**Drive-strength map**

Drawn at 4 px/um.
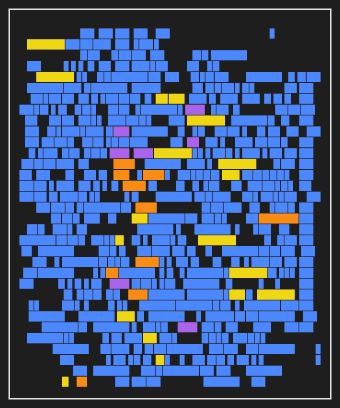
**Zoomed window**

Window x 8 to 33, y 60 to 85 um. Cells in gray, sequential cells in the stronger gray; small squares are vias.
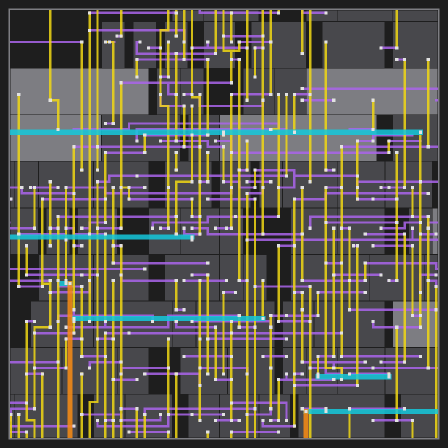
File: config.mk
export PLATFORM = sky130hd
export DESIGN_NAME = frog_hop_ctrl
export DESIGN_NICKNAME = d
export VERILOG_FILES = /design/src/rtl/frog_pkg.sv /design/src/rtl/frog_hop_ctrl_btn_capture.sv /design/src/rtl/frog_hop_ctrl.sv
export SDC_FILE = /design/constraint.sdc
export NUM_CORES = 1
export LEC_CHECK = 0
export CAP_MARGIN = 20
export CORE_AREA = 2 2 78 95
export CTS_BUF_LIST = sky130_fd_sc_hd__clkbuf_4 sky130_fd_sc_hd__clkbuf_8
export CTS_CLUSTER_DIAMETER = 40
export DETAILED_ROUTE_END_ITERATION = 6
export DIE_AREA = 0 0 80 97
export GPL_ROUTABILITY_DRIVEN = 0
export PLACE_DENSITY_LB_ADDON = 0.3
export SYNTH_ARGS = -nofsm -noshare
export SYNTH_HDL_FRONTEND = slang
export SYNTH_SLANG_ARGS = --single-unit
export TNS_END_PERCENT = 20
File: constraint.sdc
create_clock -name i_clk -period 6.39 [get_ports i_clk]
set_input_delay 1.5975 -clock i_clk [delete_from_list [all_inputs] [get_ports i_clk]]
set_output_delay 1.5975 -clock i_clk [all_outputs]
set_load 0.1 [all_outputs]
File: src/rtl/frog_pkg.sv
// Shared encodings and default geometry for the frog hop controller.
package frog_pkg;

    localparam logic [1:0] DIR_UP    = 2'd0;
    localparam logic [1:0] DIR_DOWN  = 2'd1;
    localparam logic [1:0] DIR_LEFT  = 2'd2;
    localparam logic [1:0] DIR_RIGHT = 2'd3;

    typedef enum logic [1:0] {
        ST_IDLE = 2'd0,
        ST_HOP  = 2'd1,
        ST_DEAD = 2'd2
    } state_e;

    localparam int DEF_D_WIDTH  = 640;
    localparam int DEF_D_HEIGHT = 480;
    localparam int DEF_HOP_DIS  = 48;
    localparam int DEF_STEP     = 4;

    // press = {up, down, left, right}, active-high; up wins, right is the fallback
    function automatic logic [1:0] prio_dir(input logic [3:0] press);
        if (press[3])      return DIR_UP;
        else if (press[2]) return DIR_DOWN;
        else if (press[1]) return DIR_LEFT;
        else               return DIR_RIGHT;
    endfunction

endpackage

File: src/rtl/frog_hop_ctrl_btn_capture.sv
// Button front end: active-low inversion, falling-edge detect and priority encode.
module btn_capture
    import frog_pkg::*;
(
    input  logic       i_clk,
    input  logic       i_rst_n,
    input  logic       i_up_btn,
    input  logic       i_down_btn,
    input  logic       i_left_btn,
    input  logic       i_right_btn,
    output logic       o_held_vld,
    output logic [1:0] o_held_dir,
    output logic       o_edge_vld,
    output logic [1:0] o_edge_dir
);

    logic [3:0] press;
    logic [3:0] press_prev_q;
    logic [3:0] fall;

    assign press = ~{i_up_btn, i_down_btn, i_left_btn, i_right_btn};
    assign fall  = press & ~press_prev_q;

    // Previous press levels, sampled every clock so edges are seen between strobes
    always_ff @(posedge i_clk or negedge i_rst_n) begin
        if (!i_rst_n) press_prev_q <= 4'b0000;
        else          press_prev_q <= press;
    end

    assign o_held_vld = |press;
    assign o_held_dir = prio_dir(press);
    assign o_edge_vld = |fall;
    assign o_edge_dir = prio_dir(fall);

endmodule

File: src/rtl/frog_hop_ctrl.sv
// Discrete-hop sprite controller: bounded hops, one buffered next hop,
// timed death/respawn and an up-hop score counter.
//
// state   | meaning
// IDLE    | at rest, a tick with a request may launch a hop
// HOP     | moving STEP px per tick, capturing one pending press
// DEAD    | respawned at spawn point, counting down respawn frames
module frog_hop_ctrl
    import frog_pkg::*;
#(
    parameter int H_WIDTH        = 11,
    parameter int H_HEIGHT       = 11,
    parameter int IX             = 320,
    parameter int IY             = 469,
    parameter int HOP_DIS        = DEF_HOP_DIS,
    parameter int STEP           = DEF_STEP,
    parameter int D_WIDTH        = DEF_D_WIDTH,
    parameter int D_HEIGHT       = DEF_D_HEIGHT,
    parameter int RESPAWN_FRAMES = 30,
    parameter int CW             = 12
) (
    input  logic          i_clk,
    input  logic          i_rst_n,
    input  logic          i_ani_stb,
    input  logic          i_animate,
    input  logic          i_up_btn,
    input  logic          i_down_btn,
    input  logic          i_left_btn,
    input  logic          i_right_btn,
    input  logic          i_dead,
    output logic [CW-1:0] o_x1,
    output logic [CW-1:0] o_x2,
    output logic [CW-1:0] o_y1,
    output logic [CW-1:0] o_y2,
    output logic          o_busy,
    output logic [1:0]    o_dir,
    output logic          o_dead_anim,
    output logic [7:0]    o_hops
);

    localparam int STEPS = HOP_DIS / STEP;
    localparam int SCW   = $clog2(STEPS + 1);
    localparam int FCW   = $clog2(RESPAWN_FRAMES + 1);

    localparam logic [CW-1:0]  IX_C     = CW'(IX);
    localparam logic [CW-1:0]  IY_C     = CW'(IY);
    localparam logic [CW-1:0]  STEP_C   = CW'(STEP);
    localparam logic [CW-1:0]  HW_C     = CW'(H_WIDTH);
    localparam logic [CW-1:0]  HH_C     = CW'(H_HEIGHT);
    localparam logic [SCW-1:0] STEPS_C  = SCW'(STEPS);
    localparam logic [SCW-1:0] SC_ONE   = SCW'(1);
    localparam logic [FCW-1:0] FRAMES_C = FCW'(RESPAWN_FRAMES);
    localparam logic [FCW-1:0] FC_ONE   = FCW'(1);
    // Bounds compared one bit wider so the sums can never wrap
    localparam logic [CW:0]    V_REACH  = (CW+1)'(HOP_DIS + H_HEIGHT);
    localparam logic [CW:0]    H_REACH  = (CW+1)'(HOP_DIS + H_WIDTH);
    localparam logic [CW:0]    Y_LIMIT  = (CW+1)'(D_HEIGHT - 1);
    localparam logic [CW:0]    X_LIMIT  = (CW+1)'(D_WIDTH - 1);

    state_e         state_q;
    logic [CW-1:0]  x_q, y_q;
    logic [1:0]     dir_q;
    logic [7:0]     hops_q;
    logic [SCW-1:0] step_cnt_q;
    logic [FCW-1:0] frame_cnt_q;
    logic           pend_vld_q;
    logic [1:0]     pend_dir_q;

    logic           held_vld, edge_vld;
    logic [1:0]     held_dir, edge_dir;
    logic           tick;
    logic           req_vld;
    logic [1:0]     req_dir;
    logic           legal_d;
    logic [CW-1:0]  x_d, y_d;

    btn_capture u_btn (
        .i_clk       (i_clk),
        .i_rst_n     (i_rst_n),
        .i_up_btn    (i_up_btn),
        .i_down_btn  (i_down_btn),
        .i_left_btn  (i_left_btn),
        .i_right_btn (i_right_btn),
        .o_held_vld  (held_vld),
        .o_held_dir  (held_dir),
        .o_edge_vld  (edge_vld),
        .o_edge_dir  (edge_dir)
    );

    assign tick    = i_ani_stb & i_animate;
    assign req_vld = pend_vld_q | held_vld;
    assign req_dir = pend_vld_q ? pend_dir_q : held_dir;

    // Legality of the requested hop and the one-step-advanced position
    always_comb begin
        legal_d = 1'b0;
        x_d     = x_q;
        y_d     = y_q;
        case (req_dir)
            DIR_UP:   legal_d = {1'b0, y_q} >= V_REACH;
            DIR_DOWN: legal_d = ({1'b0, y_q} + V_REACH) <= Y_LIMIT;
            DIR_LEFT: legal_d = {1'b0, x_q} >= H_REACH;
            default:  legal_d = ({1'b0, x_q} + H_REACH) <= X_LIMIT;
        endcase
        case (dir_q)
            DIR_UP:   y_d = y_q - STEP_C;
            DIR_DOWN: y_d = y_q + STEP_C;
            DIR_LEFT: x_d = x_q - STEP_C;
            default:  x_d = x_q + STEP_C;
        endcase
    end

    // Hop/death state machine with position, counters and pending buffer
    always_ff @(posedge i_clk or negedge i_rst_n) begin
        if (!i_rst_n) begin
            state_q     <= ST_IDLE;
            x_q         <= IX_C;
            y_q         <= IY_C;
            dir_q       <= DIR_UP;
            hops_q      <= 8'd0;
            step_cnt_q  <= '0;
            frame_cnt_q <= '0;
            pend_vld_q  <= 1'b0;
            pend_dir_q  <= DIR_UP;
        end else if (tick && i_dead) begin
            state_q     <= ST_DEAD;
            x_q         <= IX_C;
            y_q         <= IY_C;
            hops_q      <= 8'd0;
            pend_vld_q  <= 1'b0;
            frame_cnt_q <= FRAMES_C;
        end else begin
            case (state_q)
                ST_IDLE: begin
                    if (tick && req_vld) begin
                        pend_vld_q <= 1'b0;
                        if (legal_d) begin
                            dir_q      <= req_dir;
                            step_cnt_q <= STEPS_C;
                            state_q    <= ST_HOP;
                        end
                    end
                end
                ST_HOP: begin
                    if (!pend_vld_q && edge_vld) begin
                        pend_vld_q <= 1'b1;
                        pend_dir_q <= edge_dir;
                    end
                    if (tick) begin
                        x_q        <= x_d;
                        y_q        <= y_d;
                        step_cnt_q <= step_cnt_q - SC_ONE;
                        if (step_cnt_q == SC_ONE) begin
                            state_q <= ST_IDLE;
                            if (dir_q == DIR_UP && hops_q != 8'hFF)
                                hops_q <= hops_q + 8'd1;
                        end
                    end
                end
                ST_DEAD: begin
                    if (tick) begin
                        frame_cnt_q <= frame_cnt_q - FC_ONE;
                        if (frame_cnt_q == FC_ONE)
                            state_q <= ST_IDLE;
                    end
                end
                default: state_q <= ST_IDLE;
            endcase
        end
    end

    assign o_x1        = x_q - HW_C;
    assign o_x2        = x_q + HW_C;
    assign o_y1        = y_q - HH_C;
    assign o_y2        = y_q + HH_C;
    assign o_busy      = (state_q == ST_HOP);
    assign o_dead_anim = (state_q == ST_DEAD);
    assign o_dir       = dir_q;
    assign o_hops      = hops_q;

endmodule

==> run notes <==
fresh numbers from the pnr run: status finished, final reports clean, initial antenna violation count 0, first-pass GRT wire length between 15000 and 20000 um, Slew HR ~34%, HP Class register to register, HPWL Detailed between 6000 and 7000 um, critical-path cell list nand2_1 > nand2_1 > nor3_1 > nand2b_1 > nor3_1 > xor2_1 > clkdlybuf4s50_1, Die W 80 um, post-DR vias/cell 5.849, CP max stage cell clkdlybuf4s50_1, cycle use final 74.87%, Cell Pwr Density around 360 nW/um2, FF+latch count, synth a little under 50, # fillers roughly 540, cells in synth_stat.txt about 460, CTS Hold Buffers Added 0, WP buf/inv 1, post-route ant nets 0, final clock skew approximately 0.013 ns, Final setup viols 0, WL/cell roughly 15 um, Die ar. 7760 um2, Initial DRC Count around 200, share of cells above drive strength 1 6.958%, FF+latch area about 1200 um2, DP Area between 4000 and 5000 um2, clock buffer depth 2, Critical Path RT between 4 and 5 ns, clock sink count ~50, First-pass DRT Iterations 6, PortBufs 64, final-report hold violation count 0, Total Power ~0.0017 W, Worst setup SP type register, Remaining DRCs 0, setup TNS 0 ns, htree depth 2, fp_density a little under 60%, max frequency around 0.21 GHz
## Picture notes: 'drive-strength map'
blue -> drive 1 or less  # cells 468, share 93%
purple -> drive 6 and up  # cells 7, share 1.4%
yellow -> drive 2  # cells 18, share 3.6%
orange -> drive 3 to 4  # cells 10, share 2.0%
Final WS setup: 1.606 ns
bufs w/o clock: 65
fin area: 4649 um2
area grow syn2layout: 17.30%

## Picture notes: 'zoomed window'
yellow -> met2
orange -> met4
cyan -> met3
purple -> met1
cells with their middle in the window = 65
most frequent = xnor2_1 (6), o21ai_0 (6), ha_1 (6)
sequential cells in the window = 4
netlist names of flops here include = `x_q` (4)

==> report_power, final <==
part / leakage, nW / internal, W / total, W / switching, W
combinational: 1.30 / 0.000334 / 0.00104 / 0.000710
sequential: 0.608 / 0.000364 / 0.000447 / 0.0000827
clock: 0.0506 / 0.0000820 / 0.000198 / 0.000116
total: 1.96 / 0.000780 / 0.00169 / 0.000909
==> layout make-up <==
type,instances,area share (%)
clock buffer,5,1.480
clock inverter,3,0.6189
inverter,26,2.099
multi-input combinational,355,53.04
sequential,49,26.59
tap,87,2.341
timing repair buffer,65,13.83
==> metal layers <==
layer / share of wire, % / track usage [%] / vias to the layer above
met5: 0 / 0 / -
met1: 42 / 30.47 / 1650
met3: 4.2 / 3.078 / 11
met4: 2.0 / 9.257 / 0
met2: 52 / 41.47 / 108
li1: - / - / 1682
==> tightest hold or removal path, delay by kind of cell (launching register included) <==
| family | cells | cell delay, ns |
|---|---|---|
| AOI/OAI and AO/OA | 1 | 0.06 |
| and+or+nand+nor | 1 | 0.04 |
| DFF | 1 | 0.35 |
==> cells in the final DEF, fill, tap and decap left out, drive strengths merged, types with 3 or more instances in the layout <==
cell type,count
a211oi,5
a21o,8
a21oi,18
a31oi,3
and3,3
clkbuf,5
clkdlybuf4s50,63
conb,4
dfrtp,41
dfstp,8
ha,25
inv,28
mux2,4
nand2,38
nand2b,12
nand3,16
nand4,7
nor2,39
nor2b,3
nor3,14
nor3b,6
nor4,8
o211ai,5
o21a,4
o21ai,30
o21bai,4
o22a,3
o22ai,4
o31ai,3
or3,7
xnor2,30
xor2,24
==> stage by stage <==
stage	cells	util [%]	hold slack [ns]
final	590	68.66	0.4937
after global routing	590	68.66	0.5349
after CTS	590	68.66	0.5045
after detailed placement	582	67.22	0.4821
after global placement	582	67.22	0.4716
after floorplan	460	-	0.4497
==> logic make-up (layout without fill, tap and decap cells) <==
group	after synthesis	count (layout)	synth area share, %
mux	6	6	1.925
compound gates	104	104	18.21
flops	49	49	31.19
other cells	2	4	0.1895
simple gates	160	160	20.87
xor+xnor	54	54	11.93
fa+ha+maj	27	27	8.902
buf+inv	56	99	6.786
==> path summary, 6_finish.rpt <==
path / from / to / slack, ns / cells past startpoint
setup / recovery: y_q[3] / o_y1[11] / 1.61 / 7
hold / removal: pend_dir_q[1] / pend_dir_q[1] / 0.49 / 2
setup reg to reg: o_dir[1] / x_q[11] / 3.47 / 9
hold reg to reg: pend_dir_q[1] / pend_dir_q[1] / 0.49 / 2
max in group asynchronous: i_rst_n / y_q[9] / 4.59 / 2
min in group asynchronous: i_rst_n / frame_cnt_q[3] / 1.37 / 2
==> state kept, by name (all words and copies together) (netlist names) <==
register / count
step_cnt_q: 4
frame_cnt_q: 5
pend_dir_q: 2
pend_vld_q: 1
y_q: 11
u_btn.press_prev_q: 4
o_hops: 8
o_dir: 2
state_q: 2
x_q: 10
==> Yosys cell counts, types with 13 or more instances <==
cell	number	share of area, %
nand3_1	16	2.0
nor3_1	13	1.6
o21ai_0	29	3.7
nor2_1	39	3.7
dfrtp_1	41	26
a21oi_1	17	2.1
nand2_1	37	3.5
inv_1	26	2.5
clkbuf_1	13	1.2
ha_1	25	7.9
xnor2_1	30	6.6
xor2_1	24	5.3
Power and IR drop assume default switching activity.
